==> images/layer_met2.png <==
(4 px per µm)
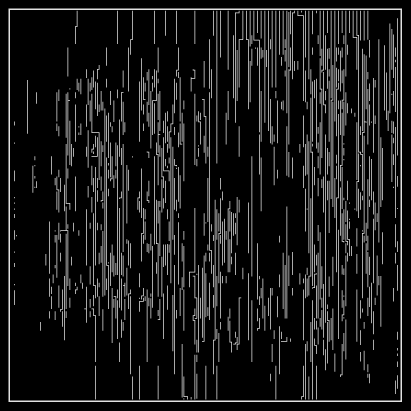
==> images/sizes.png <==
(4 px per µm)
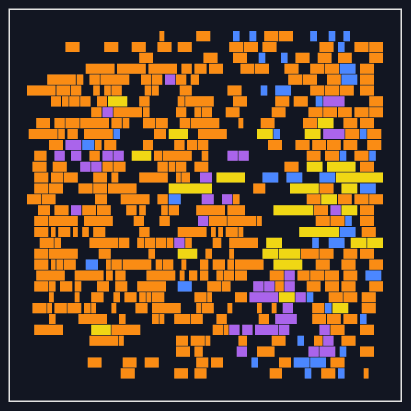
==> images/detail.png <==
Region (36, 36) to (61, 61) µm. Cells in grey, sequential cells in the stronger grey; small squares are vias.
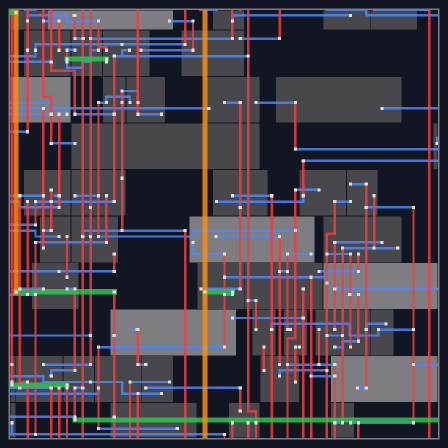
==> images/congestion.png <==
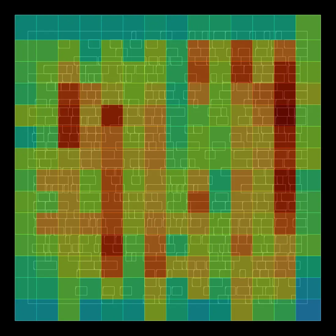
<file path="src/rtl/wb_port_arbiter.sv">
// Register-file write-port arbiter: the in-order writeback always wins, and a long-latency
// unit returns results out of order into the cycles the pipeline leaves free. It also keeps a busy scoreboard.
module wb_port_arbiter #(
  parameter int DATA_WIDTH             = 32,
  parameter int REG_FILE_ADDRESS_WIDTH = 5,
  parameter int STARVE_LIMIT           = 4
) (
  input  logic                                   clk,
  input  logic                                   rst_n,
  input  logic                                   RegWriteW,
  input  logic [REG_FILE_ADDRESS_WIDTH-1:0]      RdW,
  input  logic [DATA_WIDTH-1:0]                  ResultW,
  input  logic                                   LuIssue,
  input  logic [REG_FILE_ADDRESS_WIDTH-1:0]      LuIssueRd,
  input  logic                                   LuValid,
  input  logic [REG_FILE_ADDRESS_WIDTH-1:0]      LuRd,
  input  logic [DATA_WIDTH-1:0]                  LuData,
  output logic                                   LuReady,
  output logic                                   RfWE,
  output logic [REG_FILE_ADDRESS_WIDTH-1:0]      RfAddr,
  output logic [DATA_WIDTH-1:0]                  RfWD,
  output logic                                   PipeStall,
  output logic [(2**REG_FILE_ADDRESS_WIDTH)-1:0] Busy
);

  localparam int NUM_REGS = 2 ** REG_FILE_ADDRESS_WIDTH;
  localparam int CNT_W    = $clog2(STARVE_LIMIT + 1);
  localparam logic [CNT_W-1:0] CNT_ONE   = CNT_W'(1);
  localparam logic [CNT_W-1:0] LAST_WAIT = CNT_W'(STARVE_LIMIT - 1);

  typedef enum logic [1:0] {
    ST_IDLE,
    ST_WAIT,
    ST_FORCE
  } state_e;

  state_e              state_q, state_d;
  logic [CNT_W-1:0]    cnt_q, cnt_d;
  logic [NUM_REGS-1:0] busy_q, busy_d;

  logic pipe_use;
  logic lu_ready;
  logic hs;
  logic blocked;

  // Port mux. x0 is never written, although an LU result for x0 is still accepted.
  always_comb begin
    // NOTE: every signal driven here gets a default first so no path can infer a latch.
    RfWE   = 1'b0;
    RfAddr = '0;
    RfWD   = '0;

    pipe_use = RegWriteW && (RdW != '0);
    lu_ready = rst_n && !pipe_use;
    hs       = LuValid && lu_ready;
    blocked  = LuValid && !lu_ready;

    if (rst_n) begin
      if (pipe_use) begin
        RfWE   = 1'b1;
        RfAddr = RdW;
        RfWD   = ResultW;
      end else if (hs && (LuRd != '0)) begin
        RfWE   = 1'b1;
        RfAddr = LuRd;
        RfWD   = LuData;
      end
    end
  end

  assign LuReady = lu_ready;

  // Starvation tracker: cnt counts consecutive blocked cycles and saturates in FORCE.
  always_comb begin
    state_d = state_q;
    cnt_d   = cnt_q;
    unique case (state_q)
      ST_IDLE: begin
        if (blocked) begin
          state_d = (STARVE_LIMIT == 1) ? ST_FORCE : ST_WAIT;
          cnt_d   = CNT_ONE;
        end else begin
          cnt_d   = '0;
        end
      end
      ST_WAIT: begin
        if (hs) begin
          state_d = ST_IDLE;
          cnt_d   = '0;
        end else if (blocked) begin
          if (cnt_q == LAST_WAIT) state_d = ST_FORCE;
          cnt_d = cnt_q + CNT_ONE;
        end else begin
          state_d = ST_IDLE;
          cnt_d   = '0;
        end
      end
      ST_FORCE: begin
        if (hs) begin
          state_d = ST_IDLE;
          cnt_d   = '0;
        end
      end
      default: begin
        state_d = ST_IDLE;
        cnt_d   = '0;
      end
    endcase
  end

  // The clear is applied before the set, so a re-issue that lands in the same cycle as the retiring result keeps the bit.
  always_comb begin
    busy_d = busy_q;
    if (hs) busy_d[LuRd] = 1'b0;
    if (LuIssue && (LuIssueRd != '0)) busy_d[LuIssueRd] = 1'b1;
    busy_d[0] = 1'b0;
  end

  always_ff @(posedge clk) begin
    // NOTE: sequential state uses non-blocking assignments so every flop samples pre-edge values.
    if (!rst_n) begin
      state_q <= ST_IDLE;
      cnt_q   <= '0;
      busy_q  <= '0;
    end else begin
      state_q <= state_d;
      cnt_q   <= cnt_d;
      busy_q  <= busy_d;
    end
  end

  assign PipeStall = (state_q == ST_FORCE) && rst_n;
  assign Busy      = busy_q;

endmodule

</file>
<file path="config.mk">
export PLATFORM = sky130hd
export DESIGN_NAME = wb_port_arbiter
export DESIGN_NICKNAME = d
export VERILOG_FILES = /design/src/rtl/wb_port_arbiter.sv
export SDC_FILE = /design/constraint.sdc
export NUM_CORES = 1
export LEC_CHECK = 0
export CORE_MARGIN = 4
export CORE_UTILIZATION = 30
export DETAILED_ROUTE_END_ITERATION = 6
export PLACE_DENSITY_LB_ADDON = 0.2
export RECOVER_POWER = 50
export SLEW_MARGIN = 20
export SYNTH_ARGS = -nofsm -noshare
export SYNTH_HDL_FRONTEND = slang
export SYNTH_SLANG_ARGS = --single-unit
export TNS_END_PERCENT = 50
</file>
<file path="constraint.sdc">
create_clock -name clk -period 2.75 [get_ports clk]
set_clock_uncertainty 0.05 [all_clocks]
set_input_delay 0.55 -clock clk [delete_from_list [all_inputs] [get_ports clk]]
set_output_delay 0.55 -clock clk [all_outputs]
set_load 0.01 [all_outputs]
</file>
==> flow_summary.toml <==
# yosys + openroad results
[final_layout]
logic_area_mm2 = 0.00154
fillers = 729
largestClassByArea = "buffers"
antennaDiodeCount = 0
clk_share_pct = 2.53
nNonClkInverters = 4
regArea_um2 = 721
fin_nets = 532
buffer_area_share_pct = 42.9
drive_above_1_share_pct = 23.5
lay_top_cells = "clkdlybuf4s50_1, dfxtp_1, dlygate4sd3_1"
fin_cells = 549
lay_top_count = "clkdlybuf4s50_1"
flop-count = 36
n_clock_buffer = 5
comb_share_pct = 35.0

[global_route]
grt_usage_pct = 23.3
grt_first_pass_wirelength_um = 18100
grt_pass1_vias = 3203
grt_antenna_before_repair = 0
grt_max_degree = 42
grt_remaining_overflow = 0

[power]
seqPwrFrac_pct = 37.0
internal_power_mw = 1.08
pg_clk_uw = 474
total_power_mw = 1.51
comb_power_share_pct = 31.6
ir_drop_mv = 0.299
clockPowerShare_pct = 31.3
seq_cell_power_uw = 560
powerDensity_mw_per_mm2 = 344
p_leak_nw = 1.80
power.switching_uw = 430
swShare_pct = 28.4
power.group.top = "registers"

[hold_path]
min_to = "cnt_q[2]"
min_path_type = "flop to flop"
hold_depth = 2

[worst_setup_path]
worst_r2r_path_depth = 3
cp-startpoint = "LuRd[4]"
crit_arrival_ps = 2110
cp_slowest_cell = "or3_4"
cp-start-kind = "input port"
reg2reg_slack_ps = 1560
crit_end = "RfWD[24]"
r2r_start = "cnt_q[0]"
crit_chain = "dlygate4sd2_1 -> or3_4 -> or2_4 -> buf_12 -> buf_16 -> a32o_1 -> buf_2"
reg2reg_to = "cnt_q[2]"
end_kind = "output pin"
path_class = "input port to output pin"
max_stage_delay_ps = 380
required_ps = 2150
path_max_fanout = 8

[final_timing]
rsz0062_at_grt = "no"
hold_violations = 0
maxSlewViolCount = 0
min_period_over_period_pct = 98.6
finalCriticalPeriod_ps = 2710
tns_ps = 0
max_freq_mhz = 369
max-slew-margin-rel_pct = 57.6
finalSetupViolCount = 0
tightest_slew_ps = 628
fin_hold_ws_ps = 437

[logic_synthesis]
fp_nets = 360
yosysUniqueCellTypes = 48
synth-edff-count = 0
area_leaders = "dfxtp_1, a32o_1, a22oi_1, a211oi_1, a21oi_1"
async_reset_ff_share_pct = 0
synthFlopType = "dfxtp_1"
ys_chip_area_mm2 = 0.00241
top_area_share_pct = 29.9
simple_gate_share_pct = 16.7
syn_area_mm2 = 0.00241
synth-adder-area-share_pct = 1.04
yosys.area.top_type = "dfxtp_1"
yosysCellCount = 274
synthCells = 274
ys_seq_share_pct = 29.9
aoi_share_pct = 43.3
ys_seq_elements = 36
ys_warn_count = 0
synth-xor-area-share_pct = 0
mux_share_pct = 0
synth_area_per_cell_um2 = 8.80

[placed_design]
pre_cts_ws_ps = -565
placed_area_mm2 = 0.00412
gp_congestion = 0.933
dp_cells = 522
port_buffers = 154

[clock_network]
postCtsSetupRepairBufs = 15
clk_pin_slew_ps = 70
clock_path_buffers = 2
numClockSinks = 36
cts_buffers = 5
hold_buffers = 0
ctsHtreeMaxLevel = 2
cts_resized = 183
cts_root_buffer = "clkbuf_8"
cts_tree = "done"
clkLatencyLatePin_ps = 290

[floorplan]
coreArea_mm2 = 0.00777
nWellTaps = 102
die_w_um = 97.7
chipHeight_um = 97.7
ios = 156
die_area_mm2 = 0.00954
fp_util_pct = 31.0

[detailed_routing]
drtIter0Drc = 161
ant_nets = 0
wl_met3_um = 763
wl_met2_um = 5290
route.detailed.drc = 0
viasPerCell = 5.71
firstDrtPassIters = 4
maxUsedRoutingLayer = "met4"
drt-met1-wl_um = 4860

[status]
outcome = "finished, final reports clean"

[flow_run]
drv_cap = 0
Back to the opening pictures, layer_met2.png:
wire length on this layer = 5,290 µm
share of all routed wire = 47%
Vias: 3,136
met2 usage: 38.1%
Total Wirelength: 11,200 µm

Back to the opening pictures, sizes.png:
blue -> _2 cells  # cells 41, most used buf_2
yellow -> _6 and larger  # cells 27, most used buf_6
purple -> _3 and _4 cells  # cells 37, most used buf_4
orange -> _0 and _1 cells  # cells 342, most used clkdlybuf4s50_1
Syn-to-layout area delta: 82.5%
post-route cell area: 0.00440 mm²
non-clock buffer count: 199
PnR worst setup slack: 38.3 ps

Back to the opening pictures, detail.png:
orange -> metal 4
green -> metal 3
red -> metal 2
blue -> metal 1
sequential cells in the window = 4
most frequent = a21oi_1 (4), dfxtp_1 (4)
netlist names of flops here include = cnt_q (3), state_q (1)
cells with their middle in the window = 36

Back to the opening pictures, congestion.png:
final core occ: 56.6%
GR met3 Demand/Resource: 5.60%
GR met1 Demand/Resource: 30.1%
Routed WL per cell: 20.3 µm
gr busiest metal: met2

## cell usage after synthesis (2+ instances only)
library cell  number
a32oi_1           12
and3_1             3
o22ai_1            2
and3b_1            3
nand3b_1           6
nand2_1           19
a21oi_1           21
a22o_1             2
nor4bb_1           3
nand2b_1           5
buf_2              7
o32ai_1            3
clkbuf_1          18
o21ai_0           14
buf_6              5
dfxtp_1           36
inv_1              4
a22oi_1           19
and4b_1            4
or3b_2             3
ha_1               2
buf_4              5
a32o_1            33
a211oi_1          14
nand3_1            3
and2_1             2
a2111oi_0          5
## registers in the layout (all words and copies together), names as in the netlist
signal and count:
Busy 31, cnt_q 3, state_q 2
## worst max-delay path: cells and delay by family
kind,cells,cell delay [ps]
AND/OR/NAND/NOR,2,660
AND-OR/OR-AND,1,250
buffers and inverters,4,640
